===== src/rtl/ex_mem_if.sv =====
// EX -> MEM pipeline-register bus.
// master: EX-stage side (drives in*, observes out*).
// slave:  the pipeline register itself.
interface ex_mem_if #(
  parameter int unsigned DATA_W = 32,
  parameter int unsigned REG_W  = 5,
  parameter int unsigned CNT_W  = 8
);
  // Control from the hazard unit
  logic              inStall;
  logic              inFlush;

  // EX-stage instruction
  logic              inValid;
  logic [DATA_W-1:0] inAluResult;
  logic [DATA_W-1:0] inWriteData;
  logic [REG_W-1:0]  inWriteReg;
  logic              inRegWrite;
  logic              inMemtoReg;
  logic              inMemWrite;
  logic              inMemRead;
  logic [1:0]        inSize;

  // MEM-stage view
  logic [DATA_W-1:0] outMemAddress;
  logic [DATA_W-1:0] outMemWriteData;
  logic [REG_W-1:0]  outWriteReg;
  logic              outRegWrite;
  logic              outMemtoReg;
  logic              MemWrite;
  logic              MemRead;
  logic [3:0]        outByteEn;
  logic              outValid;
  logic              outMisalign;
  logic [CNT_W-1:0]  outMisalignCnt;

  modport master (
    output inStall, inFlush, inValid, inAluResult, inWriteData, inWriteReg,
           inRegWrite, inMemtoReg, inMemWrite, inMemRead, inSize,
    input  outMemAddress, outMemWriteData, outWriteReg, outRegWrite, outMemtoReg,
           MemWrite, MemRead, outByteEn, outValid, outMisalign, outMisalignCnt
  );

  modport slave (
    input  inStall, inFlush, inValid, inAluResult, inWriteData, inWriteReg,
           inRegWrite, inMemtoReg, inMemWrite, inMemRead, inSize,
    output outMemAddress, outMemWriteData, outWriteReg, outRegWrite, outMemtoReg,
           MemWrite, MemRead, outByteEn, outValid, outMisalign, outMisalignCnt
  );
endinterface


===== src/rtl/ex_mem_register.sv =====
// EX/MEM pipeline register with stall, flush, misaligned-access suppression
// and a saturating misalign event counter.
// Optional macro BYTE_LANE_EN: honour inSize for sub-word accesses (lane
// enables and store-data replication). Undefined: every access is a word.
module ex_mem_register #(
  parameter int unsigned DATA_W = 32,
  parameter int unsigned REG_W  = 5,
  parameter int unsigned CNT_W  = 8
) (
  input logic     clk,
  input logic     rst,
  ex_mem_if.slave bus
);

  logic [DATA_W-1:0] mem_address_q, mem_address_d;
  logic [DATA_W-1:0] write_data_q, write_data_d;
  logic [REG_W-1:0]  write_reg_q, write_reg_d;
  logic              reg_write_q, reg_write_d;
  logic              memto_reg_q, memto_reg_d;
  logic              mem_write_q, mem_write_d;
  logic              mem_read_q, mem_read_d;
  logic [3:0]        byte_en_q, byte_en_d;
  logic              valid_q, valid_d;
  logic              misalign_q, misalign_d;
  logic [CNT_W-1:0]  cnt_q, cnt_d;

  logic              is_mem_access;
  logic              misaligned;
  logic              misalign_hit;
  logic [3:0]        store_be;
  logic [DATA_W-1:0] store_data;

  assign is_mem_access = bus.inValid & (bus.inMemWrite | bus.inMemRead);
  assign misalign_hit  = is_mem_access & misaligned;

`ifdef BYTE_LANE_EN
  // Size-aware alignment check and lane steering for stores
  always_comb begin
    misaligned = 1'b0;
    store_be   = 4'b1111;
    store_data = bus.inWriteData;
    unique case (bus.inSize)
      2'b01: begin
        misaligned = bus.inAluResult[0];
        store_be   = 4'b0011 << bus.inAluResult[1:0];
        store_data = {(DATA_W / 16){bus.inWriteData[15:0]}};
      end
      2'b10: begin
        misaligned = 1'b0;
        store_be   = 4'b0001 << bus.inAluResult[1:0];
        store_data = {(DATA_W / 8){bus.inWriteData[7:0]}};
      end
      default: begin
        // 00 and 11 are both word accesses
        misaligned = (bus.inAluResult[1:0] != 2'b00);
        store_be   = 4'b1111;
        store_data = bus.inWriteData;
      end
    endcase
  end
`else
  logic unused_size;
  assign unused_size = ^bus.inSize;

  // Every access is a word: full-lane stores, data unchanged
  always_comb begin
    misaligned = (bus.inAluResult[1:0] != 2'b00);
    store_be   = 4'b1111;
    store_data = bus.inWriteData;
  end
`endif

  // Next-state: flush beats stall beats normal load
  always_comb begin
    mem_address_d = mem_address_q;
    write_data_d  = write_data_q;
    write_reg_d   = write_reg_q;
    reg_write_d   = reg_write_q;
    memto_reg_d   = memto_reg_q;
    mem_write_d   = mem_write_q;
    mem_read_d    = mem_read_q;
    byte_en_d     = byte_en_q;
    valid_d       = valid_q;
    misalign_d    = misalign_q;
    cnt_d         = cnt_q;

    if (bus.inFlush) begin
      // Bubble; the counter deliberately keeps its value
      mem_address_d = '0;
      write_data_d  = '0;
      write_reg_d   = '0;
      reg_write_d   = 1'b0;
      memto_reg_d   = 1'b0;
      mem_write_d   = 1'b0;
      mem_read_d    = 1'b0;
      byte_en_d     = 4'b0000;
      valid_d       = 1'b0;
      misalign_d    = 1'b0;
    end else if (!bus.inStall) begin
      valid_d       = bus.inValid;
      mem_address_d = bus.inAluResult;
      write_reg_d   = bus.inWriteReg;
      memto_reg_d   = bus.inValid & bus.inMemtoReg;
      // A misaligned access stays valid but must not touch memory or the RF
      reg_write_d   = bus.inValid & bus.inRegWrite & ~misalign_hit;
      mem_write_d   = bus.inValid & bus.inMemWrite & ~misalign_hit;
      mem_read_d    = bus.inValid & bus.inMemRead & ~misalign_hit;
      misalign_d    = misalign_hit;
      byte_en_d     = mem_write_d ? store_be : 4'b0000;
      write_data_d  = mem_write_d ? store_data : bus.inWriteData;
      if (misalign_hit && (cnt_q != '1)) begin
        cnt_d = cnt_q + 1'b1;
      end
    end
  end

  // State register with asynchronous active-high reset
  always_ff @(posedge clk or posedge rst) begin
    if (rst) begin
      mem_address_q <= '0;
      write_data_q  <= '0;
      write_reg_q   <= '0;
      reg_write_q   <= 1'b0;
      memto_reg_q   <= 1'b0;
      mem_write_q   <= 1'b0;
      mem_read_q    <= 1'b0;
      byte_en_q     <= 4'b0000;
      valid_q       <= 1'b0;
      misalign_q    <= 1'b0;
      cnt_q         <= '0;
    end else begin
      mem_address_q <= mem_address_d;
      write_data_q  <= write_data_d;
      write_reg_q   <= write_reg_d;
      reg_write_q   <= reg_write_d;
      memto_reg_q   <= memto_reg_d;
      mem_write_q   <= mem_write_d;
      mem_read_q    <= mem_read_d;
      byte_en_q     <= byte_en_d;
      valid_q       <= valid_d;
      misalign_q    <= misalign_d;
      cnt_q         <= cnt_d;
    end
  end

  assign bus.outMemAddress   = mem_address_q;
  assign bus.outMemWriteData = write_data_q;
  assign bus.outWriteReg     = write_reg_q;
  assign bus.outRegWrite     = reg_write_q;
  assign bus.outMemtoReg     = memto_reg_q;
  assign bus.MemWrite        = mem_write_q;
  assign bus.MemRead         = mem_read_q;
  assign bus.outByteEn       = byte_en_q;
  assign bus.outValid        = valid_q;
  assign bus.outMisalign     = misalign_q;
  assign bus.outMisalignCnt  = cnt_q;

endmodule


===== src/flat_wrapper.sv =====
// flat-port wrapper written by rule: the top's interface ports become plain ports
module ex_mem_register_flat 
#(
  parameter int unsigned DATA_W = 32,
  parameter int unsigned REG_W  = 5,
  parameter int unsigned CNT_W  = 8
)
  (clk, rst, bus_inStall, bus_inFlush, bus_inValid, bus_inAluResult, bus_inWriteData, bus_inWriteReg, bus_inRegWrite, bus_inMemtoReg, bus_inMemWrite, bus_inMemRead, bus_inSize, bus_outMemAddress, bus_outMemWriteData, bus_outWriteReg, bus_outRegWrite, bus_outMemtoReg, bus_MemWrite, bus_MemRead, bus_outByteEn, bus_outValid, bus_outMisalign, bus_outMisalignCnt);
  ex_mem_if #(.DATA_W(DATA_W), .REG_W(REG_W), .CNT_W(CNT_W)) bus_i ();
  input logic clk;
  input logic rst;
  input wire logic [$bits(bus_i.inStall)-1:0] bus_inStall;
  input wire logic [$bits(bus_i.inFlush)-1:0] bus_inFlush;
  input wire logic [$bits(bus_i.inValid)-1:0] bus_inValid;
  input wire logic [$bits(bus_i.inAluResult)-1:0] bus_inAluResult;
  input wire logic [$bits(bus_i.inWriteData)-1:0] bus_inWriteData;
  input wire logic [$bits(bus_i.inWriteReg)-1:0] bus_inWriteReg;
  input wire logic [$bits(bus_i.inRegWrite)-1:0] bus_inRegWrite;
  input wire logic [$bits(bus_i.inMemtoReg)-1:0] bus_inMemtoReg;
  input wire logic [$bits(bus_i.inMemWrite)-1:0] bus_inMemWrite;
  input wire logic [$bits(bus_i.inMemRead)-1:0] bus_inMemRead;
  input wire logic [$bits(bus_i.inSize)-1:0] bus_inSize;
  output wire logic [$bits(bus_i.outMemAddress)-1:0] bus_outMemAddress;
  output wire logic [$bits(bus_i.outMemWriteData)-1:0] bus_outMemWriteData;
  output wire logic [$bits(bus_i.outWriteReg)-1:0] bus_outWriteReg;
  output wire logic [$bits(bus_i.outRegWrite)-1:0] bus_outRegWrite;
  output wire logic [$bits(bus_i.outMemtoReg)-1:0] bus_outMemtoReg;
  output wire logic [$bits(bus_i.MemWrite)-1:0] bus_MemWrite;
  output wire logic [$bits(bus_i.MemRead)-1:0] bus_MemRead;
  output wire logic [$bits(bus_i.outByteEn)-1:0] bus_outByteEn;
  output wire logic [$bits(bus_i.outValid)-1:0] bus_outValid;
  output wire logic [$bits(bus_i.outMisalign)-1:0] bus_outMisalign;
  output wire logic [$bits(bus_i.outMisalignCnt)-1:0] bus_outMisalignCnt;
  assign bus_i.inStall = bus_inStall;
  assign bus_i.inFlush = bus_inFlush;
  assign bus_i.inValid = bus_inValid;
  assign bus_i.inAluResult = bus_inAluResult;
  assign bus_i.inWriteData = bus_inWriteData;
  assign bus_i.inWriteReg = bus_inWriteReg;
  assign bus_i.inRegWrite = bus_inRegWrite;
  assign bus_i.inMemtoReg = bus_inMemtoReg;
  assign bus_i.inMemWrite = bus_inMemWrite;
  assign bus_i.inMemRead = bus_inMemRead;
  assign bus_i.inSize = bus_inSize;
  assign bus_outMemAddress = bus_i.outMemAddress;
  assign bus_outMemWriteData = bus_i.outMemWriteData;
  assign bus_outWriteReg = bus_i.outWriteReg;
  assign bus_outRegWrite = bus_i.outRegWrite;
  assign bus_outMemtoReg = bus_i.outMemtoReg;
  assign bus_MemWrite = bus_i.MemWrite;
  assign bus_MemRead = bus_i.MemRead;
  assign bus_outByteEn = bus_i.outByteEn;
  assign bus_outValid = bus_i.outValid;
  assign bus_outMisalign = bus_i.outMisalign;
  assign bus_outMisalignCnt = bus_i.outMisalignCnt;
  ex_mem_register #(.DATA_W(DATA_W), .REG_W(REG_W), .CNT_W(CNT_W)) u_core (.clk(clk), .rst(rst), .bus(bus_i));
endmodule

===== config.mk =====
export PLATFORM = sky130hd
export DESIGN_NAME = ex_mem_register_flat
export DESIGN_NICKNAME = d
export VERILOG_FILES = /design/src/rtl/ex_mem_if.sv /design/src/rtl/ex_mem_register.sv /design/src/flat_wrapper.sv
export SDC_FILE = /design/constraint.sdc
export NUM_CORES = 1
export LEC_CHECK = 0
export ABC_AREA = 1
export CORE_ASPECT_RATIO = 0.75
export CORE_UTILIZATION = 44
export DETAILED_ROUTE_END_ITERATION = 10
export GPL_TIMING_DRIVEN = 0
export PLACE_DENSITY = 0.88
export SLEW_MARGIN = 20
export SYNTH_ARGS = -nofsm -noshare
export SYNTH_HDL_FRONTEND = slang
export SYNTH_SLANG_ARGS = --single-unit

===== constraint.sdc =====
create_clock -name clk -period 6.3 [get_ports clk]
set_input_delay 1.575 -clock clk [delete_from_list [all_inputs] [get_ports clk]]
set_output_delay 1.575 -clock clk [all_outputs]
set_load 0.03 [all_outputs]

### Cell placement

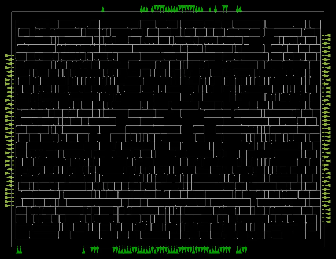
cell row count: 27
fillcell total: 592
Flop Count: 83
sequential share of cell area: 37.8%
final core occ: 73.2%

### I/O pins on the die edge

The bar under the picture is 20 um long. Pins as bars across the die edge, other pins in gray.
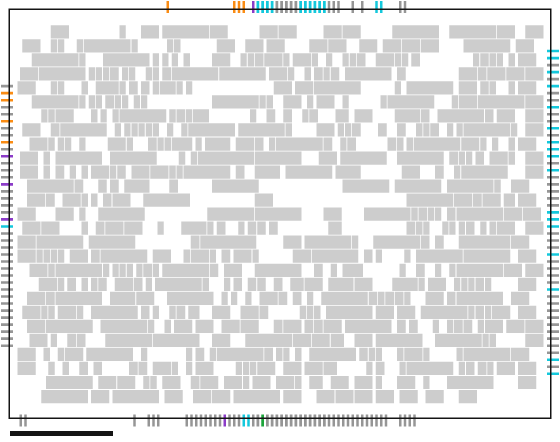
Orange marks bus_outMisalignCnt, pins 8, direction output, edge 4 left, 4 top. Purple marks bus_outWriteReg, pins 5, direction output, edge 3 left, 1 top, 1 bottom. Cyan marks bus_inAluResult, pins 32, direction input, edge 17 right, 12 top, 2 bottom, 1 left. Green marks bus_outMemtoReg, pins 1, direction output, edge bottom.
All pins by edge: 53 bottom, 47 right, 38 left, 29 top.
Die Wd: 105 um
Port Buf Inserts: 164

==> results.json <==
{
  "hold_ws_ps": 509,
  "max_freq_ghz": 0.315,
  "yosys.area_share.xor_xnor_pct": 0.503,
  "cpMaxStageDelayCell": "clkdlybuf4s50_1",
  "r2r-start": "u_core.bus.outMisalignCnt[0]",
  "status": "finished, final reports clean",
  "crit_chain": "buf_4, clkdlybuf4s50_1",
  "min_from": "u_core.bus.outMemWriteData[5]",
  "power_density_nw_per_um2": 237,
  "yosys_area_um2": 3480,
  "r2r_end": "u_core.bus.outMisalignCnt[5]",
  "met3_usage_pct": 7.31,
  "cts_tree": "built",
  "worst_pin_slew_ps": 500,
  "setup_tns_ps": 0,
  "grt_max_degree": 46,
  "ys.warnings.count": 0,
  "cts_inserted_buffers": 9,
  "crit_cells": 2,
  "wl_per_cell_um": 14.3
}
### Placement density heat map

10 x 8 tiles, from white (low) to dark blue (high), 0 to 100% covered.
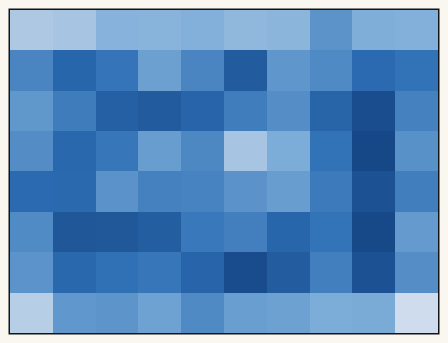
The mean over all tiles is 65%. 29% of the tiles are over 75% full. The fullest tile reaches 91%.
fp_density: 46.4%
core area: 7500 um^2

### Layout detail

Window x 69 to 89, y 49 to 69 um. Cells in gray, sequential cells in the stronger gray; small squares are vias.
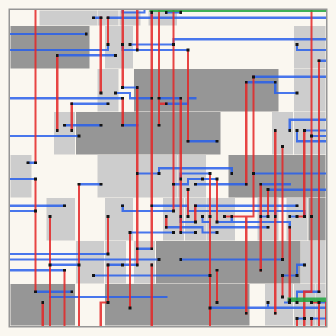
Blue marks M1. Green marks M3. Red marks M2.
Sequential cells in the window: 6. 27 logic cells have their middle in the window. Netlist names of flops here include u_core.bus.outMemAddress (6). Most frequent: nand2_1 (8), dfrtp_1 (6), nand3_1 (4).

## power by group
part           total, uW  internal [uW]  switching, uW  leakage (uW)
Sequential           599            568           30.6       0.00111
Combinational        296            131            165       0.00151
Clock                407            224            183     0.0000968
Total               1300            923            379       0.00271
## per-stage QoR
step	util, %	area, um^2	cells	setup WS, ps	total power [uW]
3_5_place_dp	70.4	5280	674	3110	905
5_1_grt	73.2	5490	690	3050	1360
6_report	73.2	5490	690	3130	1300
2_1_floorplan	-	3480	408	2590	750
4_1_cts	73.2	5490	690	3110	1310
3_3_place_gp	70.0	5250	673	1340	894
## cell type report
class,instances,area (um^2)
plain buffers,27,133
clock buffers,12,135
clock inverters,4,75.1
fillers,592,2010
inverters,13,51.3
multi-input cells,285,1220
flip-flops and latches,83,2080
well taps,101,126
repair buffers,165,1670
Power and IR drop assume default switching activity.
